**src/rtl/swdebounce.sv**
```systemverilog
// -----------------------------------------------------------------------------
// swdebounce
//
// Input conditioner for board switches and pushbuttons. Each of N_SW raw
// switch lines is (optionally) synchronized, then debounced by a per-channel
// two-state FSM with a stability counter. The result is a clean level plus
// single-cycle rise/fall pulses.
//
// Compile-time option:
//   SWDEBOUNCE_SYNC_EN  when defined, a 2-FF synchronizer sits ahead of each
//                       channel's FSM (+2 cycles latency). Required whenever
//                       i_sw comes from real, asynchronous switches. When
//                       undefined, i_sw feeds the FSM directly.
//
// Ports:
//   i_clock    system clock, rising edge
//   i_reset    synchronous, active-low reset
//   i_sw       [N_SW] raw switch levels (asynchronous to i_clock)
//   o_sw       [N_SW] debounced level per channel
//   o_sw_rise  [N_SW] one-cycle pulse on an accepted 0->1 transition
//   o_sw_fall  [N_SW] one-cycle pulse on an accepted 1->0 transition
//   o_busy     high while any channel is in PENDING
//
// Parameters:
//   N_SW             number of channels
//   NB_COUNTER       width of each stability counter
//   DEBOUNCE_CYCLES  consecutive samples a new level must persist
//                    (2 .. 2**NB_COUNTER-1)
// -----------------------------------------------------------------------------
module swdebounce #(
  parameter int N_SW            = 4,
  parameter int NB_COUNTER      = 20,
  parameter int DEBOUNCE_CYCLES = 500000
) (
  input  logic            i_clock,
  input  logic            i_reset,
  input  logic [N_SW-1:0] i_sw,
  output logic [N_SW-1:0] o_sw,
  output logic [N_SW-1:0] o_sw_rise,
  output logic [N_SW-1:0] o_sw_fall,
  output logic            o_busy
);

  typedef enum logic {
    ST_STABLE  = 1'b0,
    ST_PENDING = 1'b1
  } state_t;

  // Count value on which a pending level is accepted; it always fits in
  // NB_COUNTER bits for a legal DEBOUNCE_CYCLES, so the counter never wraps.
  localparam logic [NB_COUNTER-1:0] CNT_LAST = NB_COUNTER'(DEBOUNCE_CYCLES - 1);
  localparam logic [NB_COUNTER-1:0] CNT_ONE  = NB_COUNTER'(1);

  logic [N_SW-1:0]       samp;
  state_t                state [N_SW];
  logic [NB_COUNTER-1:0] cnt   [N_SW];
  logic [N_SW-1:0]       pend_nxt;

`ifdef SWDEBOUNCE_SYNC_EN
  logic [N_SW-1:0] sync_p0;
  logic [N_SW-1:0] sync_p1;

  // Stage p0 -> p1: two-flop synchronizer per channel
  always_ff @(posedge i_clock) begin
    if (!i_reset) begin
      sync_p0 <= '0;
      sync_p1 <= '0;
    end else begin
      sync_p0 <= i_sw;
      sync_p1 <= sync_p0;
    end
  end

  assign samp = sync_p1;
`else
  assign samp = i_sw;
`endif

  // A channel is PENDING after this edge when its sample disagrees with the
  // accepted level, unless this very edge is the one that accepts it.
  always_comb begin
    pend_nxt = '0;
    for (int n = 0; n < N_SW; n++) begin
      pend_nxt[n] = (samp[n] != o_sw[n]) &&
                    !((state[n] == ST_PENDING) && (cnt[n] == CNT_LAST));
    end
  end

  // Debounce FSM stage: state, counters and all outputs registered together
  always_ff @(posedge i_clock) begin
    if (!i_reset) begin
      for (int n = 0; n < N_SW; n++) begin
        state[n] <= ST_STABLE;
        cnt[n]   <= '0;
      end
      o_sw      <= '0;
      o_sw_rise <= '0;
      o_sw_fall <= '0;
      o_busy    <= 1'b0;
    end else begin
      o_sw_rise <= '0;
      o_sw_fall <= '0;
      o_busy    <= |pend_nxt;
      for (int n = 0; n < N_SW; n++) begin
        if (state[n] == ST_STABLE) begin
          if (samp[n] != o_sw[n]) begin
            cnt[n]   <= CNT_ONE;
            state[n] <= ST_PENDING;
          end
        end else begin
          if (samp[n] == o_sw[n]) begin
            // Glitch: the sample fell back before it was accepted
            cnt[n]   <= '0;
            state[n] <= ST_STABLE;
          end else if (cnt[n] == CNT_LAST) begin
            o_sw[n]      <= samp[n];
            o_sw_rise[n] <= samp[n];
            o_sw_fall[n] <= ~samp[n];
            cnt[n]       <= '0;
            state[n]     <= ST_STABLE;
          end else begin
            cnt[n] <= cnt[n] + CNT_ONE;
          end
        end
      end
    end
  end

endmodule

```
**config.mk**
```make
export PLATFORM = sky130hd
export DESIGN_NAME = swdebounce
export DESIGN_NICKNAME = d
export VERILOG_FILES = /design/src/rtl/swdebounce.sv
export SDC_FILE = /design/constraint.sdc
export NUM_CORES = 1
export LEC_CHECK = 0
export ABC_AREA = 1
export CELL_PAD_IN_SITES_DETAIL_PLACEMENT = 0
export CELL_PAD_IN_SITES_GLOBAL_PLACEMENT = 1
export CORE_MARGIN = 10
export CORE_UTILIZATION = 47
export CTS_CLUSTER_DIAMETER = 150
export DETAILED_ROUTE_END_ITERATION = 10
export GPL_TIMING_DRIVEN = 1
export PLACE_DENSITY_LB_ADDON = 0.1
export SLEW_MARGIN = 25
export SYNTH_ARGS = -nofsm -noshare
export SYNTH_HDL_FRONTEND = slang
export SYNTH_SLANG_ARGS = --single-unit
```
**constraint.sdc**
```tcl
create_clock -name i_clock -period 2.3 [get_ports i_clock]
set_clock_uncertainty 0.15 [all_clocks]
set_input_delay 0.46 -clock i_clock [delete_from_list [all_inputs] [get_ports i_clock]]
set_output_delay 0.46 -clock i_clock [all_outputs]
set_load 0.01 [all_outputs]
```
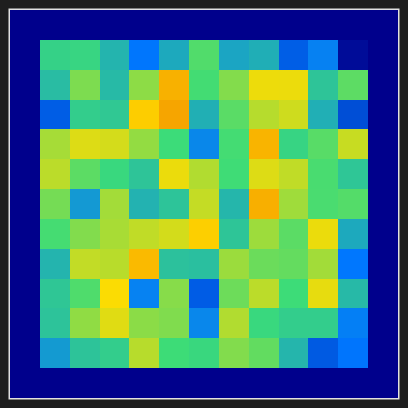
Figure 1: local utilization.
Scale: 3 px per um. The die is cut into 13 by 13 equal tiles; dark blue is low, red is high, 0 to 100% covered.
densest ninth of the die = center
nearly empty tiles = 28%
fullest tile = 81%
mean over tiles = 37%
tiles over 75% full = 4.1%
total core area: 0.0116 mm2
initial core utilization: 48.6%
final core area utilization: 55.4%

==> job_summary.md <==
## Implementation flow summary

| Metric | Value |
|---|---|
| Tcrit/Tclk final | `89.8%` |
| Routability-driven placement congestion ratio | `0.825` |
| WP data arrival | `about 2.0 ns` |
| Proportion of synthesized flip-flops having asynchronous set or reset | `0%` |
| Placed insts | `just under 900` |
| Count of clock tree sinks | `between 90 and 100` |
| Transition time at the pin with the least slew margin | `about 0.39 ns` |
| Max VDD drop | `roughly 0.31 mV` |
| Number of buffers inserted by port buffering | `18` |
| YS warnings | `0` |
| Routed via count | `4575` |
| Worst hold path type | `flip-flop to flip-flop` |
| Maximum level of the CTS H-tree | `3` |
| Register clock-pin slew on the reported worst setup and hold paths | `roughly 0.07 ns` |
| Final Net Count | `749` |
| Kind of critical path | `flip-flop to flip-flop` |
| FF+latch count, synth | `97` |
| Unique masters post-synth | `around 40` |
| Setup crit end kind | `flip-flop` |
| Leakage power total | `roughly 0.0025 uW` |
| Worst reg-to-reg setup slack | `0.23 ns` |
| Drt wl/cell | `13.5 um` |
| Length in cells of the worst reg-to-reg path | `9` |
| Ports | `19` |
| ANT nets after route | `0` |
| Fraction of final layout cells with drive strength greater than 1 | `9.01%` |
| Tool warnings | `26` |
| Global-route usage over all layers | `between 10% and 20%` |
| Unrepaired setup endpoints after global routing | `no` |
| Worst R2R End | `state[3]` |
| Maximum number of pins on one net before global-route repair | `21` |
| Post-route DRC | `0` |
| Overflow after GRT | `0` |
| Critical path's slowest cell | `edfxtp_1` |
| Setup Buffers After CTS | `0` |
| Die span in x | `~130 um` |
| Hold-critical path depth | `2` |
| Summed standard-cell area reported by yosys | `~0.0056 mm2` |
| Post-cts repair resize count | `0` |
| Post-cts hold buffer count | `0` |
| Minimum clock period | `between 2 and 2.5 ns` |
| Sink of the worst hold path | `o_sw_fall[2]` |
| Fraction of the yosys area taken by sequential cells | `49.0%` |
| Worst setup SP type | `flip-flop` |
| Number of synthesized flops with an enable pin | `81` |
| Slowest Stage Delay on Critical Path | `between 0.3 and 0.4 ns` |
| Die Ht | `129 um` |
| Worst-path maximum fanout | `10` |
| Chip area | `roughly 0.017 mm2` |
| Startpoint of the lowest-slack register-to-register path | `cnt[3][0]` |
| Setup TNS | `0 ns` |
| HPWL Detailed | `approximately 8900 um` |
| Max-slew headroom | `73.5%` |
| Relative area change from synthesis to final layout | `14.0%` |
| Wirelength, routed | `~12000 um` |
| Maximum buffer depth of the clock tree | `2` |
| TritonCTS Buffers | `9` |
| Clock network latency to the later pin of the worst-skew pair | `around 0.35 ns` |
| Number of antenna violations at the first check in global routing | `0` |
| Clock root buffer | `clkbuf_16` |
| Critical path data required time | `between 2 and 2.5 ns` |
| TritonCTS clock tree | `done` |
| Pins Over Slew Limit | `0` |
| Outcome | `complete, no violations` |
| Netlist area before placement | `around 0.0056 mm2` |
| Highest attainable clock frequency | `between 400 and 500 MHz` |
| Count of antenna diodes in the layout | `0` |
| First-pass GRT wire length | `approximately 20000 um` |
| Startpoint of the lowest-slack hold path | `state[2]` |
| Setup Viol. Count Final | `0` |
| Synth Flop Type | `edfxtp_1` |
| Power density over the cells | `about 630 mW/mm2` |
| Number of cells in Yosys stat | `approximately 700` |
| Count of final hold-check violations | `0` |
| Detailed router's first-iteration violation count | `412` |
| Critical path, cell by cell | `ha_1, nand2_1, inv_1, nand2_1, nor2_1, nand3_1, nand2_2, inv_2, a31oi_1` |
| Number of max-capacitance violations reported | `0` |
| Syn_area_per_cell | `~8 um2` |
| Number of global-route vias before repair | `4429` |
| Syn nets | `roughly 710` |
| Cells after Synth | `about 700` |
| Detailed Routing Iterations Pass 1 | `5` |
| Most used cell along the critical path | `nand2_1` |
| Vias per cell | `slightly above 5` |
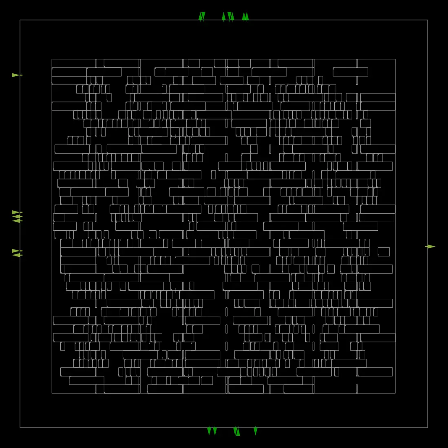
Figure 2: placement view.
Taps Inserted: 143
final-layout fill cell count: 1080
non-filler cells in the finished layout: 887
row count: 39
number of flip-flops and latches: 97

## synthesized netlist by cell type (2+ instances only)
library cell,n,share of area [%]
nand2_1,155,10
nor2_1,128,8.5
inv_1,88,5.9
edfxtp_1,81,43
nand3_1,39,3.5
a21oi_1,36,3.2
nor3_1,25,2.2
nand4_1,21,2.3
xor2_1,18,2.8
dfxtp_1,16,5.7
o21ai_0,14,1.2
nor2_2,7,0.78
or2_2,7,0.78
xnor2_1,7,1.1
nor4_1,6,0.67
inv_2,5,0.33
ha_1,4,0.89
nand2_2,4,0.45
nor3b_1,4,0.53
a31oi_1,3,0.33
nand3b_1,3,0.40
nor3_2,3,0.53
and2_1,2,0.22
buf_4,2,0.27
buf_6,2,0.40
nand3_2,2,0.36
nor2_4,2,0.40
nor3_4,2,0.58
o21ai_1,2,0.18
## placed cells by master, fill, tap and decap left out, drive strengths merged, types with 5 or more instances in the layout
cell and count:
or2 9, xor2 18, nor3 30, edfxtp 81, o21ai 16, nor4 6, a21oi 36, nand4 22
xnor2 7, nand2 160, inv 93, nor2 137, nand3 42, clkbuf 10, buf 17, nor3b 5
clkdlybuf4s50 18, dfxtp 16
## power breakdown
| part | internal (uW) | switching, uW |
|---|---|---|
| Clock | 946 | 656 |
| Sequential | 2010 | 110 |
| Combinational | 114 | 191 |
## critical path, delay by kind of cell, from the launching register on
kind                       cells  cell delay, ns
and+or+nand+nor                5            0.67
buffers and inverters          2            0.17
AOI/OAI and AO/OA              1            0.16
adders and majority gates      1            0.23
DFF                            1            0.39
## metal layers
layer,GRT usage [%],wire length (um)
met2,24.8,5700
met5,0,0
met3,2.65,383
met4,6.96,261
met1,19.0,5590
## cells by family after synthesis
family	after synthesis	share of synthesized area, %
and+or+nand+nor	417	34.0
buffers and inverters	99	7.03
DFF	97	49.0
AOI/OAI and AO/OA	57	5.21
xor gates and xnor gates	25	3.89
adders and majority gates	4	0.890
## through the flow
stage               worst slack (ns)  total power (uW)  util (%)  area, um2  hold slack [ns]
floorplan                      0.280              2350         -       5620            0.314
CTS                            0.213              4070      55.4       6410            0.349
global route                  0.0525              4190      55.4       6410            0.394
detailed placement          -0.00457              2470      52.7       6100            0.343
global placement              0.0265              2460      52.7       6100            0.347
finish                         0.235              4030      55.4       6410            0.358
## registers in the layout, summed over array words and instances, names as in the netlist
name       cells
cnt           80
o_busy         1
o_sw           4
o_sw_fall      4
o_sw_rise      4
state          4
## worst max-delay path by stage
stage,startpoint,to,slack (ns)
2_1_floorplan,i_reset,cnt[1][0],0.28
3_3_place_gp,i_reset,state[3],0.03
3_5_place_dp,i_reset,state[3],-0.005
4_1_cts,cnt[3][0],state[3],0.21
5_1_grt,cnt[3][0],state[3],0.05
6_report,cnt[3][0],state[3],0.23
## cell type report
cell class / instances / area (um2)
fillers: 1080 / 5150
flip-flops and latches: 97 / 2750
multi-input cells: 503 / 2470
inverters: 93 / 349
repair buffers: 35 / 345
clock buffers: 10 / 229
well taps: 143 / 179
clock inverters: 6 / 82.6
No activity file was given, so power comes from the tool's default toggle rates.
